[config.mk]
export PLATFORM = sky130hd
export DESIGN_NAME = distcalc_seq
export DESIGN_NICKNAME = d
export VERILOG_FILES = /design/src/rtl/distcalc_seq.sv
export SDC_FILE = /design/constraint.sdc
export NUM_CORES = 1
export LEC_CHECK = 0
export ABC_CLOCK_PERIOD_IN_PS = 2200
export CAP_MARGIN = 20
export CORE_MARGIN = 3
export CORE_UTILIZATION = 43
export DETAILED_ROUTE_END_ITERATION = 10
export GPL_TIMING_DRIVEN = 0
export PLACE_DENSITY = 0.84
export SETUP_SLACK_MARGIN = 0.2
export SLEW_MARGIN = 20
export SYNTH_ARGS = -nofsm -noshare
export SYNTH_HDL_FRONTEND = slang
export SYNTH_SLANG_ARGS = --single-unit
[constraint.sdc]
create_clock -name clk -period 2.2 [get_ports clk]
set_clock_uncertainty 0.05 [all_clocks]
set_input_delay 0.33 -clock clk [delete_from_list [all_inputs] [get_ports clk]]
set_output_delay 0.33 -clock clk [all_outputs]
set_load 0.02 [all_outputs]
[src/rtl/distcalc_seq.sv]
// Sequencer for the Euclidean distance datapath: clears the accumulator, feeds N chunks,
// runs the square root and hands the distance out on a valid/ready port.
module distcalc_seq #(
    parameter int VARWIDTH   = 32,
    parameter int CNTWIDTH   = 8,
    parameter int TMO_CYCLES = 1024
) (
    input  logic                clk,
    input  logic                rst,
    input  logic                start,
    input  logic [CNTWIDTH-1:0] nchunks,
    input  logic                chunk_valid,
    output logic                chunk_ready,
    output logic [CNTWIDTH-1:0] chunk_idx,
    output logic                en_pipe,
    output logic                en_acc,
    output logic                rst_acc,
    output logic                pre_acc,
    input  logic                rdy_acc,
    output logic                en_sqrt,
    output logic                rst_sqrt,
    input  logic                rdy_sqrt,
    input  logic [VARWIDTH-1:0] sqrt_val,
    output logic [VARWIDTH-1:0] result,
    output logic                result_valid,
    input  logic                result_ready,
    output logic                busy,
    output logic                err
);

    typedef enum logic [2:0] {IDLE, CLEAR, FEED, ACCW, SQRST, SQRUN, OUT} state_t;

    localparam int TW = $clog2(TMO_CYCLES + 1);
    localparam logic [TW-1:0] TMO_LAST = TW'(TMO_CYCLES - 1);

    state_t              state;
    logic [CNTWIDTH-1:0] nchunks_q;
    logic [TW-1:0]       timer;
    logic                xfer;
    logic                last_chunk;
    logic                tmo_hit;

    // The enables must coincide with the transfer itself, so they are the registered
    // chunk_ready gated by chunk_valid rather than a cycle-late copy of it.
    assign xfer       = chunk_ready & chunk_valid;
    assign en_pipe    = xfer;
    assign en_acc     = xfer;
    assign pre_acc    = xfer & (chunk_idx == '0);
    assign last_chunk = (chunk_idx == nchunks_q - CNTWIDTH'(1));
    assign tmo_hit    = (timer == TMO_LAST);

    always_ff @(posedge clk or posedge rst) begin
        if (rst) begin
            state        <= IDLE;
            nchunks_q    <= '0;
            timer        <= '0;
            chunk_ready  <= 1'b0;
            chunk_idx    <= '0;
            rst_acc      <= 1'b0;
            en_sqrt      <= 1'b0;
            rst_sqrt     <= 1'b0;
            result       <= '0;
            result_valid <= 1'b0;
            busy         <= 1'b0;
            err          <= 1'b0;
        end else begin
            case (state)
                IDLE: begin
                    if (start) begin
                        err       <= 1'b0;
                        busy      <= 1'b1;
                        chunk_idx <= '0;
                        if (nchunks != '0) begin
                            nchunks_q <= nchunks;
                            rst_acc   <= 1'b1;
                            state     <= CLEAR;
                        end else begin
                            result       <= '0;
                            result_valid <= 1'b1;
                            state        <= OUT;
                        end
                    end
                end
                CLEAR: begin
                    rst_acc     <= 1'b0;
                    chunk_idx   <= '0;
                    chunk_ready <= 1'b1;
                    state       <= FEED;
                end
                FEED: begin
                    if (chunk_valid) begin
                        chunk_ready <= 1'b0;
                        timer       <= '0;
                        state       <= ACCW;
                    end
                end
                ACCW: begin
                    if (rdy_acc) begin
                        timer <= '0;
                        if (last_chunk) begin
                            rst_sqrt <= 1'b1;
                            state    <= SQRST;
                        end else begin
                            chunk_idx   <= chunk_idx + CNTWIDTH'(1);
                            chunk_ready <= 1'b1;
                            state       <= FEED;
                        end
                    end else if (tmo_hit) begin
                        err          <= 1'b1;
                        result       <= '0;
                        result_valid <= 1'b1;
                        state        <= OUT;
                    end else begin
                        timer <= timer + TW'(1);
                    end
                end
                SQRST: begin
                    rst_sqrt <= 1'b0;
                    en_sqrt  <= 1'b1;
                    timer    <= '0;
                    state    <= SQRUN;
                end
                SQRUN: begin
                    if (rdy_sqrt) begin
                        en_sqrt      <= 1'b0;
                        result       <= sqrt_val;
                        result_valid <= 1'b1;
                        state        <= OUT;
                    end else if (tmo_hit) begin
                        en_sqrt      <= 1'b0;
                        err          <= 1'b1;
                        result       <= '0;
                        result_valid <= 1'b1;
                        state        <= OUT;
                    end else begin
                        timer <= timer + TW'(1);
                    end
                end
                OUT: begin
                    // Returning through IDLE enforces the one-cycle gap between jobs.
                    if (result_ready) begin
                        result_valid <= 1'b0;
                        busy         <= 1'b0;
                        state        <= IDLE;
                    end
                end
                default: state <= IDLE;
            endcase
        end
    end

endmodule

run_1/clk_routes.png
The bar under the picture is 20 um long.
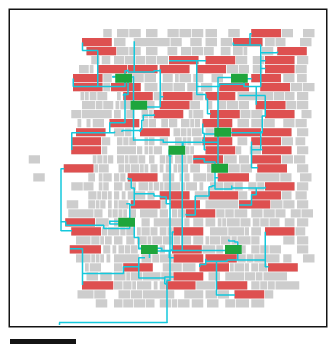
Key: flip-flops = red [count 69]; clock drivers = green [count 9]; clock wires = cyan [length 832 um]
There are 10 routed clock nets.

run_1/wires.png
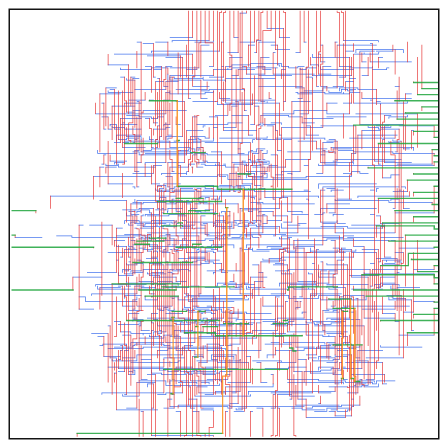
Key: metal 1 = blue [wire length 4,350 um]; metal 2 = red [wire length 5,070 um]; metal 3 = green [wire length 666 um]; metal 4 = orange [wire length 179 um]

run_1/placement.png
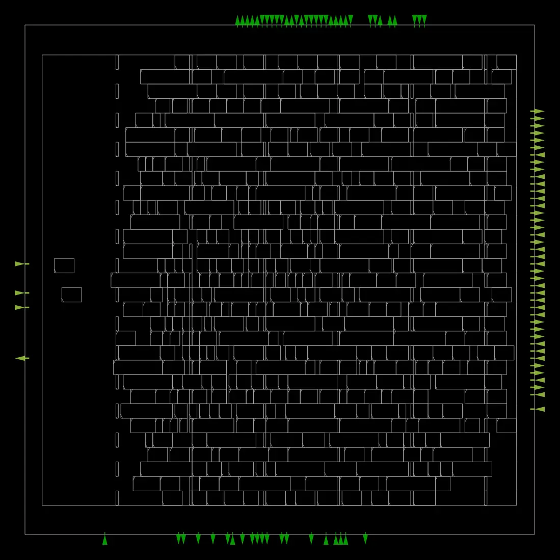
fill count: 488
Rows: 31
Core Box Area: 7490 um2

==> metrics.cfg <==
[clock_network]
cts_made_buffers = 9
hold_buffers = 0
post_cts_resized = 30
cts_buffer_depth = 2
worstSkewPairLatency_ps = 350
cts.sinks = 69

[timing]
clock.fmax_mhz = 449
setup_viol = 1
tightest_slew_ps = 1030
period_minus_slack_ps = 2230
maxSlewHeadroom_pct = 30.4
rsz0062_at_grt = true
finalHoldViolations = 0
whs_ps = 241
finalWorstSetupSlack_ps = -25.3

[power]
seqPwrFrac_pct = 31.7
powerDensity_nw_per_um2 = 989
power_switching_w = 0.00198
p_leak_nw = 2.24
power_leader = combinational cells
powerComb_w = 0.00235
sw_frac_of_total_pct = 38.3

[layout]
stdcell_area_um2 = 5240
area_growth_pct = 52.5
layout.nets = 519
flop_area_um2 = 1730
final_core_util_pct = 69.9
largest_reg_flops = 32
reg.largest.list = result (32), timer (11)
drive_gt1_share_pct = 23.5
final_cell_mix = 92 x clkdlybuf4s50_1, 63 x dfrtp_1, 35 x a22o_1, 34 x nand2_1, 29 x buf_4
layout_top_cell = clkdlybuf4s50_1

[critical_path]
required_ps = 2420
start_kind = register
startpoint = nchunks_q[2]
crit_buf_inv = 2
cp_slowest_stage_delay_ps = 440
timing.rr.end = chunk_idx[6]
path_delay_family = AND-OR/OR-AND gates
reg2reg_depth = 9
cp_max_fo = 8
worst-path-stages = 9
criticalPathCategory = register to register

[route]
final_antenna_net_count = 0
vias = 3262
drc = 0

[global_route]
grt_pass1_vias = 3191
track_usage_pct = 22.4
grt_pass1_wl_um = 15700

[die]
fp_util_pct = 45.9
io_pins = 97
dieArea_um2 = 9100

[logic_synthesis]
top_area_cell = dfrtp_1
synth_nets = 385
synthFlopType = dfrtp_1
syn-cell-area_um2 = 3430
top_cells_by_count = 69 x dfrtp_1, 35 x a22o_1, 34 x nand2_1
ys_async_sr_fraction_pct = 100
top_cell = dfrtp_1
topCellsByArea = dfrtp_1 50%, a22o_1 8.9%, nand2_1 3.7%
aoi_share_pct = 20.4
muxShareOfSynthArea_pct = 3.50
yosys_area_um2 = 3430
ys_ff = 69
top_logic_kind = AND-OR/OR-AND gates
ys_types = 50
simple_gate_share_pct = 16.4
avgSynthCellArea_um2 = 10.3

[run_status]
status = finished with violations
violations = negative setup slack

[place]
placed_cells = 530
io_buffers = 95
place_area_um2 = 4550

[hold_path]
hold_class = input pin to async pin

==> run 1: cell type report <==
| cell class | count | share of cell area, % |
|---|---|---|
| clock buffer | 9 | 2.37 |
| tap | 99 | 2.37 |
| clock inverter | 7 | 1.98 |
| sequential | 69 | 33.1 |
| timing repair buffer | 123 | 22.9 |
| multi-input combinational | 235 | 33.9 |
| buffer | 20 | 2.53 |
| inverter | 10 | 0.836 |
==> run 1: metal layers <==
metal  up-vias  global-route usage (%)  routed length, um
met4         0                    6.75                179
li1       1496                       -                  -
met3        18                    5.45                665
met2       128                    36.6               5070
met5         -                       0                  0
met1      1620                    29.4               4350
==> run 1: through the flow <==
stage                     setup WS, ps  setup TNS, ps
final                            -25.3          -25.3
after global routing              -109           -463
after CTS                         60.5              0
after detailed placement          -245          -5150
after global placement            -235          -3210
after floorplan                    133              0
